File: src/rtl/alu_issue.sv
// alu_issue: operand/control stage in front of the 16-bit ALU.
// Decodes arithmetic-class instructions, reads operands from an 8x16
// register file, strobes the ALU, and writes its result back. It also
// handles IN, OUT and HLT. The cycle after accept (ISSUE) lets the
// operands settle before the registered alu_e rising edge.
module alu_issue #(
   parameter int unsigned NUM_REGS = 8,
   parameter int unsigned DATA_W   = 16
) (
   input  logic              clk,
   input  logic              rst,
   input  logic [15:0]       instr,
   input  logic              instr_valid,
   output logic              instr_ready,
   input  logic [DATA_W-1:0] in_data,
   output logic [DATA_W-1:0] out_data,
   output logic              out_valid,
   output logic              illegal,
   output logic              halted,
   output logic              alu_e,
   output logic [3:0]        opcode,
   output logic [3:0]        d,
   output logic [DATA_W-1:0] alu_in_a,
   output logic [DATA_W-1:0] alu_in_b,
   input  logic [DATA_W-1:0] alu_out,
   input  logic [2:0]        dbg_addr,
   output logic [DATA_W-1:0] dbg_data
);

   localparam int unsigned REG_AW = 3;
   localparam int unsigned OP_W   = 4;

   localparam logic [OP_W-1:0] OP_CMP  = 4'b0101;
   localparam logic [OP_W-1:0] OP_R7   = 4'b0111;
   localparam logic [OP_W-1:0] OP_IN   = 4'b1100;
   localparam logic [OP_W-1:0] OP_OUT  = 4'b1101;
   localparam logic [OP_W-1:0] OP_R14  = 4'b1110;
   localparam logic [OP_W-1:0] OP_HLT  = 4'b1111;

   typedef enum logic [2:0] {
      IDLE  = 3'd0,
      ISSUE = 3'd1,
      EXEC  = 3'd2,
      WB    = 3'd3,
      HALT  = 3'd4
   } state_t;

   state_t state, state_d;

   logic [DATA_W-1:0] regs [NUM_REGS];
   logic [REG_AW-1:0] rd_q, rd_d;

   logic              alu_e_d, out_valid_d, illegal_d, halted_d, ready_d;
   logic [OP_W-1:0]   opcode_d;
   logic [3:0]        d_d;
   logic [DATA_W-1:0] a_d, b_d, out_data_d;
   logic              wr_en_c;

   logic              accept_c;
   logic [1:0]        f_cls_c;
   logic [REG_AW-1:0] f_rs_c, f_rd_c;
   logic [OP_W-1:0]   f_op_c;

   // Instruction field decode and handshake
   always_comb begin
      f_cls_c  = instr[15:14];
      f_rs_c   = instr[13:11];
      f_rd_c   = instr[10:8];
      f_op_c   = instr[7:4];
      accept_c = instr_valid & instr_ready;
   end

   // Next-state and next-output logic
   always_comb begin
      state_d     = state;
      alu_e_d     = 1'b0;
      out_valid_d = 1'b0;
      illegal_d   = 1'b0;
      opcode_d    = opcode;
      d_d         = d;
      a_d         = alu_in_a;
      b_d         = alu_in_b;
      out_data_d  = out_data;
      rd_d        = rd_q;
      wr_en_c     = 1'b0;
      case (state)
         IDLE: begin
            if (accept_c) begin
               if (f_cls_c != 2'b11) begin
                  illegal_d = 1'b1;
               end else if (f_op_c == OP_HLT) begin
                  state_d = HALT;
               end else begin
                  state_d  = ISSUE;
                  opcode_d = f_op_c;
                  d_d      = instr[3:0];
                  b_d      = regs[f_rs_c];
                  a_d      = (f_op_c == OP_IN) ? in_data : regs[f_rd_c];
                  rd_d     = f_rd_c;
                  if (f_op_c == OP_OUT) out_data_d = regs[f_rs_c];
               end
            end
         end
         ISSUE: begin
            state_d = EXEC;
            alu_e_d = 1'b1;
         end
         EXEC: begin
            state_d     = WB;
            out_valid_d = (opcode == OP_OUT);
         end
         WB: begin
            state_d = IDLE;
            wr_en_c = !(opcode == OP_CMP || opcode == OP_R7 ||
                        opcode == OP_OUT || opcode == OP_R14);
         end
         HALT: begin
            state_d = HALT;
         end
         default: begin
            state_d = IDLE;
         end
      endcase
      halted_d = (state_d == HALT);
      ready_d  = (state_d == IDLE);
   end

   // State and registered outputs
   always_ff @(posedge clk or posedge rst) begin
      if (rst) begin
         state       <= IDLE;
         instr_ready <= 1'b1;
         alu_e       <= 1'b0;
         out_valid   <= 1'b0;
         illegal     <= 1'b0;
         halted      <= 1'b0;
         opcode      <= '0;
         d           <= '0;
         alu_in_a    <= '0;
         alu_in_b    <= '0;
         out_data    <= '0;
         rd_q        <= '0;
      end else begin
         state       <= state_d;
         instr_ready <= ready_d;
         alu_e       <= alu_e_d;
         out_valid   <= out_valid_d;
         illegal     <= illegal_d;
         halted      <= halted_d;
         opcode      <= opcode_d;
         d           <= d_d;
         alu_in_a    <= a_d;
         alu_in_b    <= b_d;
         out_data    <= out_data_d;
         rd_q        <= rd_d;
      end
   end

   // Register file with ALU writeback on the edge leaving WB
   always_ff @(posedge clk or posedge rst) begin
      if (rst) begin
         for (int i = 0; i < int'(NUM_REGS); i++) regs[i] <= '0;
      end else if (wr_en_c) begin
         regs[rd_q] <= alu_out;
      end
   end

   // Debug read port
   always_comb begin
      dbg_data = regs[dbg_addr];
   end

endmodule

File: config.mk
export PLATFORM = sky130hd
export DESIGN_NAME = alu_issue
export DESIGN_NICKNAME = d
export VERILOG_FILES = /design/src/rtl/alu_issue.sv
export SDC_FILE = /design/constraint.sdc
export NUM_CORES = 1
export LEC_CHECK = 0
export CAP_MARGIN = 10
export CORE_ASPECT_RATIO = 1.2
export CORE_MARGIN = 2
export CORE_UTILIZATION = 25
export DETAILED_ROUTE_END_ITERATION = 16
export GPL_ROUTABILITY_DRIVEN = 0
export HOLD_SLACK_MARGIN = 0.05
export PLACE_DENSITY = 0.41
export RECOVER_POWER = 25
export SKIP_CTS_REPAIR_TIMING = 1
export SYNTH_ARGS = -nofsm -noshare
export SYNTH_HDL_FRONTEND = slang
export SYNTH_SLANG_ARGS = --single-unit
File: constraint.sdc
create_clock -name clk -period 6.9 [get_ports clk]
set_clock_uncertainty 0.2 [all_clocks]
set_input_delay 1.725 -clock clk [delete_from_list [all_inputs] [get_ports clk]]
set_output_delay 1.725 -clock clk [all_outputs]
set_load 0.02 [all_outputs]
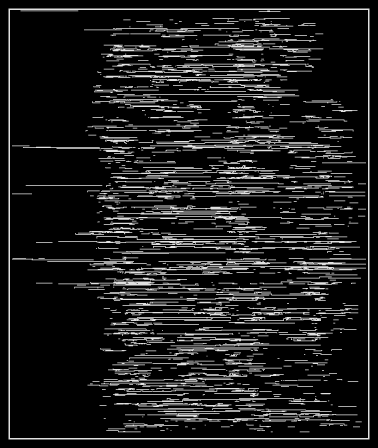
(run_1/met1.png)
743 nets have wire on it. The wires run mostly horizontal. The longest straight run is 81.4 um. The layer holds 47% of the routed length. The layer carries 14,800 um of wire.

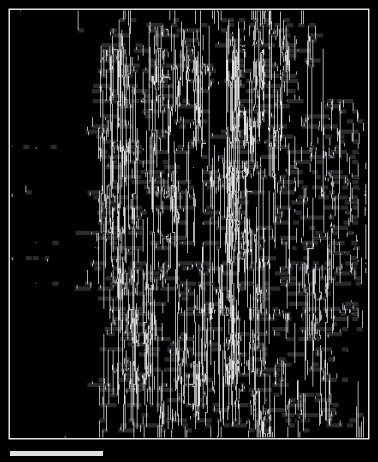
(run_1/met2.png)
Bar = 50 um. Cells faint in the background.
730 nets have wire on it. The wires run mostly vertical.

==> flow_metrics.py, run 1 <==
# Auto-generated metrics
metrics = {
    "drt": {
        "detail-route-antenna-nets": 0,
        "mean_routed_wirelength_per_cell_um": 23.3,
        "route.met2.wl_mm": 15.0,
        "route.vias.total": 6533,
    },
    "synth": {
        "async_reset_ff_frac": 1.00,
        "synthFlopType": "sky130_fd_sc_hd__dfrtp_1",
        "synth_sequential_area_ratio": 0.459,
        "syn-instance-count": 678,
        "postSynthNetCount": 732,
        "synth.yosys.warnings": 0,
    },
    "pwr": {
        "intPower_mw": 3.57,
        "cellPowerDensity_nw_per_um2": 412,
        "seq-power_mw": 2.17,
        "power.leakage_nw": 5.20,
    },
    "floorplanning": {
        "fp-utilization": 0.254,
        "core.rowCount": 82,
        "die_x_um": 192,
    },
    "final_timing": {
        "worst-slew-pin-transition_ns": 1.58,
        "slew_viol_final": 33,
        "final.period_utilization": 0.827,
        "report.final.setup_viol": 0,
        "report.final.hold_viol_count": 0,
        "max_freq_mhz": 175,
    },
    "grt": {
        "grt_start_max_net_pins": 114,
        "global_route.usage.met2": 0.235,
        "grt_first_pass_wirelength_mm": 47.9,
        "grt-ovfl-total": 0,
        "number_of_antenna_violations_at_the_first_check_in_global_routing": 6,
    },
    "run_status": {
        "violations_in_the_final_reports": "capacitance limit, slew limit",
        "outcome": "finished, violations left",
    },
    "setup_path": {
        "worst-endpoint-required_ns": 4.97,
        "critPathCaptureType": "primary output",
    },
    "worst_hold_path": {
        "min_delay_worst_endpoint": "alu_in_a[12]",
        "worst_hold_depth": 2,
        "worst_hold_startpoint": "alu_in_a[12]",
    },
    "cts": {
        "clock_insertion_delay_worst_skew_ns": 0.45,
    },
    "job": {
        "tool_warnings": 29,
        "maxCapViolCount": 1,
    },
    "placement": {
        "post_place_worst_slack_ns": 1.17,
    },
}
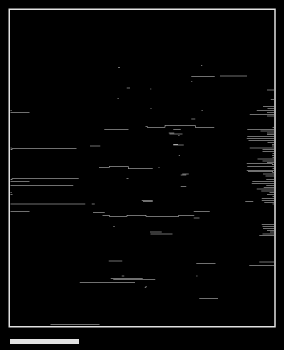
(run_1/met3.png)
Bar = 50 um.
The longest straight run is 54.0 um. The layer carries 1,250 um of wire. The wires run mostly horizontal. The layer holds 4.0% of the routed length.

## run 1: through the flow
step	cell area [um^2]	hold slack, ns	cells	power [mW]
final	13100	0.282	1349	5.37
after global routing	13000	0.313	1347	5.69
after CTS	13100	0.287	1347	5.45
after detailed placement	12400	0.271	1316	4.33
after global placement	12400	0.262	1316	4.32
after floorplan	10600	0.285	678	3.48
## run 1: cell type report
class	count	area (um^2)
Fill cell	4191	28800
Multi-Input combinational cell	425	5390
Sequential cell	195	4880
Timing Repair Buffer	147	1440
Tap cell	546	683
Clock buffer	19	453
Clock inverter	12	180
Inverter	3	12.5
Antenna cell	2	5.00
## run 1: flip-flops by register name, indices dropped and copies added, names as in the netlist, 3 cells and up
name	count
regs	128
alu_in_a	16
alu_in_b	16
out_data	16
d	4
opcode	4
rd_q	3
state	3
## run 1: cell usage after synthesis (5+ instances only)
master and count:
sky130_fd_sc_hd__mux2_2 176, sky130_fd_sc_hd__mux4_2 69, sky130_fd_sc_hd__mux2_1 19, sky130_fd_sc_hd__mux4_1 27
sky130_fd_sc_hd__mux2_4 6, sky130_fd_sc_hd__nand2_1 22, sky130_fd_sc_hd__buf_4 5, sky130_fd_sc_hd__dfrtp_1 194
sky130_fd_sc_hd__o31ai_1 16, sky130_fd_sc_hd__nor2b_1 16, sky130_fd_sc_hd__clkbuf_1 17, sky130_fd_sc_hd__a211oi_1 16
sky130_fd_sc_hd__nor2_1 25, sky130_fd_sc_hd__buf_2 20, sky130_fd_sc_hd__buf_6 10
## run 1: logic make-up after synthesis
| kind of cell | synth area share |
|---|---|
| simple gates | 0.0500 |
| mux | 0.428 |
| compound gates | 0.0285 |
| flops | 0.459 |
| buf+inv | 0.0332 |
| xor+xnor | 0.000824 |
==> run_1/final_congestion.png <==
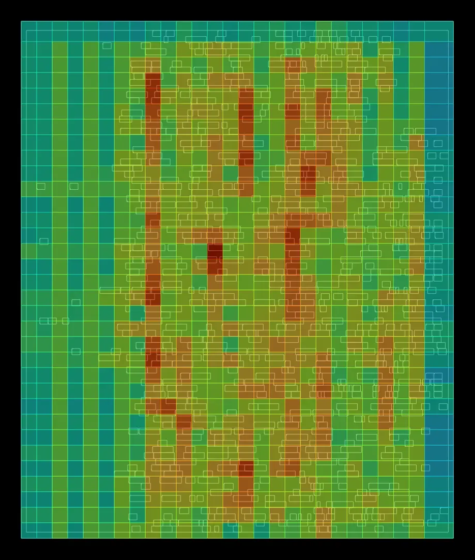

==> run 1 -> run 2 <==
PLACE_DENSITY = 0.39   (was 0.41)
clock period = 5.3 ns   (was 6.9 ns; I/O delays follow)
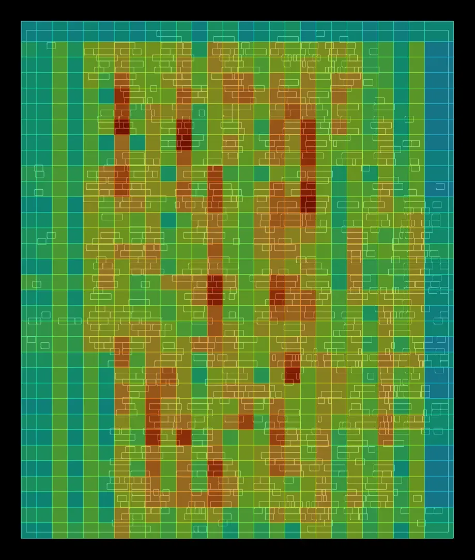
(run_2/final_congestion.png)
global-route track usage on met2: 0.250
met3 demand-to-capacity share in global routing: 0.0252
Top Usage Layer GRT: met2
global-route usage over all layers: 0.150
mean routed wirelength per cell: 23.8 um

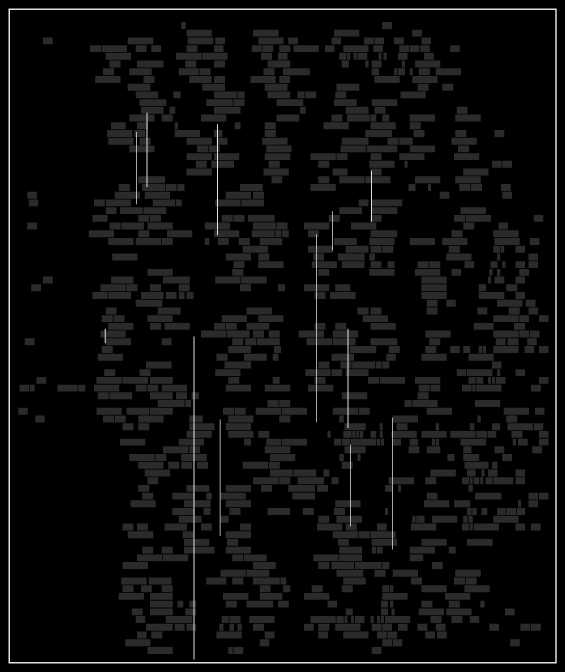
(run_2/met4.png)
Cells faint in the background.
The layer holds 1.4% of the routed length. The longest straight run is 114 um. 7 nets have wire on it.
Detailed Route WL: 32.1 mm
via count: 6,638

==> flow_metrics.py, run 2 <==
# Auto-generated metrics
metrics = {
    "synth": {
        "postSynthNetCount": 732,
        "async_reset_ff_frac": 1.00,
        "netlist_top_cells_count": "194 x sky130_fd_sc_hd__dfrtp_1, 176 x sky130_fd_sc_hd__mux2_2, 69 x sky130_fd_sc_hd__mux4_2, 27 x sky130_fd_sc_hd__mux4_1, 25 x sky130_fd_sc_hd__nor2_1",
        "synth_sequential_area_ratio": 0.459,
        "numSynthFlops": 195,
        "synthFlopType": "sky130_fd_sc_hd__dfrtp_1",
    },
    "floorplanning": {
        "die_x_um": 192,
        "fp-utilization": 0.254,
        "core.rowCount": 82,
    },
    "pwr": {
        "power_mw": 6.93,
        "cellPowerDensity_nw_per_um2": 532,
        "intPower_mw": 4.63,
        "power.leakage_nw": 5.21,
        "reported_clock_group_power_mw": 1.37,
    },
    "placement": {
        "postPlaceCellArea_um2": 12400,
        "placedCellCount": 1316,
        "post_place_worst_slack_ns": 0.609,
    },
    "run_status": {
        "violations_in_the_final_reports": "capacitance limit, slew limit",
        "outcome": "finished, violations left",
    },
    "final_timing": {
        "max_freq_mhz": 214,
        "worst-slew-pin-transition_ns": 1.70,
        "final.period_utilization": 0.880,
        "final.hold.worst_slack_ns": 0.278,
        "report.final.hold_viol_count": 0,
        "slew_viol_final": 17,
    },
    "grt": {
        "grt_start_max_net_pins": 101,
        "number_of_antenna_violations_at_the_first_check_in_global_routing": 2,
        "grt_first_pass_wirelength_mm": 48.3,
    },
    "worst_hold_path": {
        "worst_hold_depth": 2,
        "min_delay_worst_endpoint": "alu_in_a[14]",
        "worst_hold_startpoint": "alu_in_a[14]",
    },
    "job": {
        "maxCapViolCount": 2,
        "tool_warnings": 28,
    },
    "finish": {
        "finalInstanceArea_um2": 13000,
        "largest_register": "regs",
        "largest_reg_flops": 128,
    },
    "setup_path": {
        "worst-endpoint-required_ns": 3.77,
    },
    "cts": {
        "clock_insertion_delay_worst_skew_ns": 0.45,
    },
    "drt": {
        "detail-route-antenna-nets": 0,
    },
}
run 2: routing by layer:
| metal | up-vias | global-route usage | share of wire |
|---|---|---|---|
| met3 | 30 | 0.0252 | 0.037 |
| met1 | 3581 | 0.201 | 0.45 |
| met2 | 158 | 0.250 | 0.50 |
| met5 | - | 0 | 0.00034 |
| li1 | 2867 | - | - |
| met4 | 2 | 0.0441 | 0.014 |
run 2: worst max path at each step:
stage / start / to / slack, ns / cells past startpoint
after floorplan: dbg_addr[1] / dbg_data[10] / 1.05 / 4
after global placement: dbg_addr[2] / dbg_data[8] / 0.62 / 4
after detailed placement: dbg_addr[2] / dbg_data[8] / 0.61 / 4
after CTS: dbg_addr[2] / dbg_data[8] / 0.61 / 4
after global routing: dbg_addr[2] / dbg_data[9] / 0.57 / 4
final: dbg_addr[2] / dbg_data[9] / 0.63 / 4
run 2: area by class of cell:
cell class	instances	area, um^2
Fill cell	4134	28900
Clock inverter	8	126
Sequential cell	195	4880
Clock buffer	22	484
Inverter	3	12.5
Timing Repair Buffer	147	1460
Tap cell	546	683
Multi-Input combinational cell	425	5360
run 2: cell families (layout without fill, tap and decap cells):
| family | count (synthesis) | after routing | share of synthesized area |
|---|---|---|---|
| AND-OR/OR-AND | 39 | 39 | 0.0285 |
| XOR/XNOR | 1 | 1 | 0.000824 |
| buffers and inverters | 58 | 180 | 0.0332 |
| flip-flops | 195 | 195 | 0.459 |
| multiplexers | 297 | 297 | 0.428 |
| AND/OR/NAND/NOR | 88 | 88 | 0.0500 |
run 2: worst reg2reg max path, stage by stage, from the launching register on:
cell	delay, ns
sky130_fd_sc_hd__dfrtp_1	0.42
sky130_fd_sc_hd__and3b_1	0.20
sky130_fd_sc_hd__o21ai_0	0.93
sky130_fd_sc_hd__nand3_1	1.40
sky130_fd_sc_hd__mux2_1	0.77
==> run_2/met2.png <==
Bar = 50 um. Cells faint in the background.
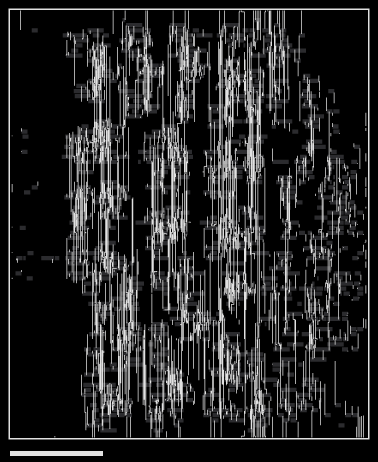

==> run 2 -> run 3 <==
CORE_UTILIZATION = 35   (was 25)
PLACE_DENSITY = 0.51   (was 0.39)
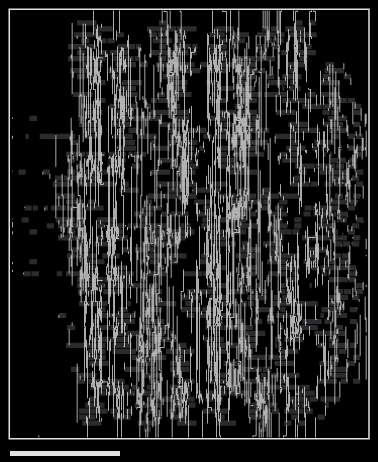
(run_3/met2.png)
Bar = 50 um. Cells faint in the background.
global-route track usage on met2: 0.300
Detailed Route WL: 28.8 mm
via count: 6,657

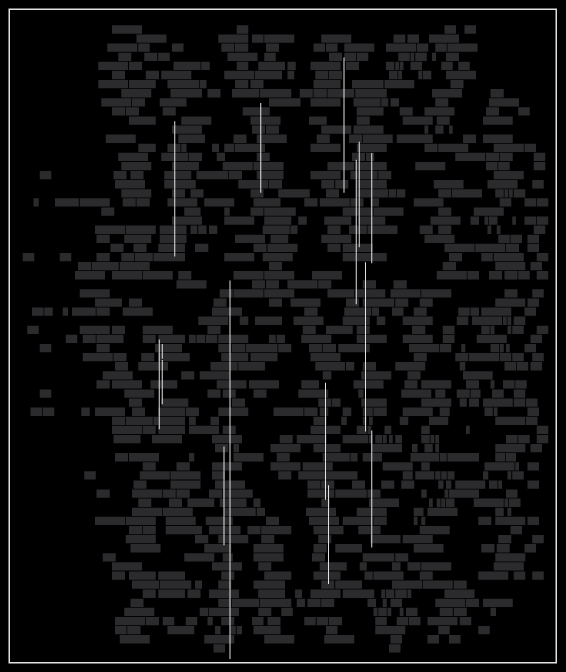
(run_3/met4.png)
Cells faint in the background.
The longest straight run is 113 um. The layer carries 548 um of wire.

==> flow_metrics.py, run 3 <==
# Auto-generated metrics
metrics = {
    "finish": {
        "finalInstanceArea_um2": 12800,
        "area.sequential_um2": 4880,
        "final.signal_inverter_count": 3,
        "area.combinational_um2": 5370,
        "nFillCells": 2675,
        "layout.cells.largest_class": "logic gates",
        "largest_register": "regs",
        "area.share.sequential": 0.383,
        "largest_reg_flops": 128,
        "comb_area_share": 0.421,
        "num-nonclk-buffers": 148,
        "logic_gates": 425,
        "clock_buffer_count": 19,
        "buffer_area_frac": 0.112,
    },
    "worst_hold_path": {
        "worst_hold_startpoint": "alu_in_a[0]",
        "worst_hold_depth": 2,
    },
    "setup_path": {
        "worst-endpoint-required_ns": 3.77,
        "worstSetupPathDepth": 4,
        "critPathCaptureType": "primary output",
    },
    "final_timing": {
        "slew_viol_final": 66,
        "report.final.hold_viol_count": 0,
        "final.period_utilization": 0.873,
        "report.final.setup_viol": 0,
        "worst-slew-pin-transition_ns": 1.61,
    },
    "synth": {
        "simple_gate_share": 0.0500,
        "synthFlopType": "sky130_fd_sc_hd__dfrtp_1",
        "netlist_top_cells_count": "194 x sky130_fd_sc_hd__dfrtp_1, 176 x sky130_fd_sc_hd__mux2_2, 69 x sky130_fd_sc_hd__mux4_2, 27 x sky130_fd_sc_hd__mux4_1, 25 x sky130_fd_sc_hd__nor2_1",
        "mux_area_frac": 0.428,
        "ys_sh_adder": 0,
        "postSynthNetCount": 732,
        "syn-instance-count": 678,
        "synth.yosys.warnings": 0,
        "yosys-dominant-comb-family": "multiplexers",
        "async_reset_ff_frac": 1.00,
        "post_synth_ao_oa_area_fraction": 0.0285,
    },
    "placement": {
        "postPlaceCellArea_um2": 12200,
    },
    "pwr": {
        "cellPowerDensity_nw_per_um2": 535,
    },
    "job": {
        "tool_warnings": 26,
        "maxCapViolCount": 1,
    },
    "drt": {
        "mean_routed_wirelength_per_cell_um": 24.2,
        "detail-route-antenna-nets": 0,
    },
    "cts": {
        "clock_insertion_delay_worst_skew_ns": 0.44,
    },
    "run_status": {
        "violations_in_the_final_reports": "capacitance limit, slew limit",
        "outcome": "finished, violations left",
    },
    "floorplanning": {
        "die_x_um": 163,
    },
}
run 3: cell counts after synthesis:
No cell type changed its count.
run 3: power by group:
group | total (mW) | internal (mW) | switching [mW]
Sequential | 2.81 | 2.16 | 0.655
Combinational | 2.72 | 1.67 | 1.05
Clock | 1.29 | 0.707 | 0.579
Total | 6.82 | 4.54 | 2.28
run 3: worst register-to-register path, cell delays in order (launching register included):
cell                      delay, ns
sky130_fd_sc_hd__dfrtp_1       0.43
sky130_fd_sc_hd__and3b_1       0.20
sky130_fd_sc_hd__o21ai_0       1.05
sky130_fd_sc_hd__nand3_1       1.39
sky130_fd_sc_hd__mux2_1        0.73
run 3: through the flow:
stage                     std cells  hold slack (ns)  total power [mW]  worst slack, ns   util
after floorplan                 678            0.285              4.54             1.05      -
after global placement         1161            0.262              5.49            0.660  0.411
after detailed placement       1161            0.267              5.59            0.677  0.411
after CTS                      1193            0.284              6.90            0.671  0.430
after global routing           1193            0.306              7.21            0.623  0.428
final                          1194            0.279              6.82            0.675  0.428
run 3: worst max-delay path by stage:
stage / from / end / slack (ns)
finish: dbg_addr[2] / dbg_data[9] / 0.67
global route: dbg_addr[1] / dbg_data[1] / 0.62
CTS: dbg_addr[0] / dbg_data[1] / 0.67
detailed placement: dbg_addr[0] / dbg_data[1] / 0.68
global placement: dbg_addr[2] / dbg_data[1] / 0.66
floorplan: dbg_addr[1] / dbg_data[10] / 1.05
run 3: metal layers:
| metal | routed length, um | vias to the layer above | share of wire | track usage |
|---|---|---|---|---|
| li1 | - | 2878 | - | - |
| met1 | 12800 | 3545 | 0.44 | 0.258 |
| met2 | 13900 | 198 | 0.48 | 0.300 |
| met3 | 1590 | 36 | 0.055 | 0.0465 |
| met4 | 548 | 0 | 0.019 | 0.0587 |
| met5 | 0 | - | 0 | 0 |
Power and IR drop assume default switching activity.
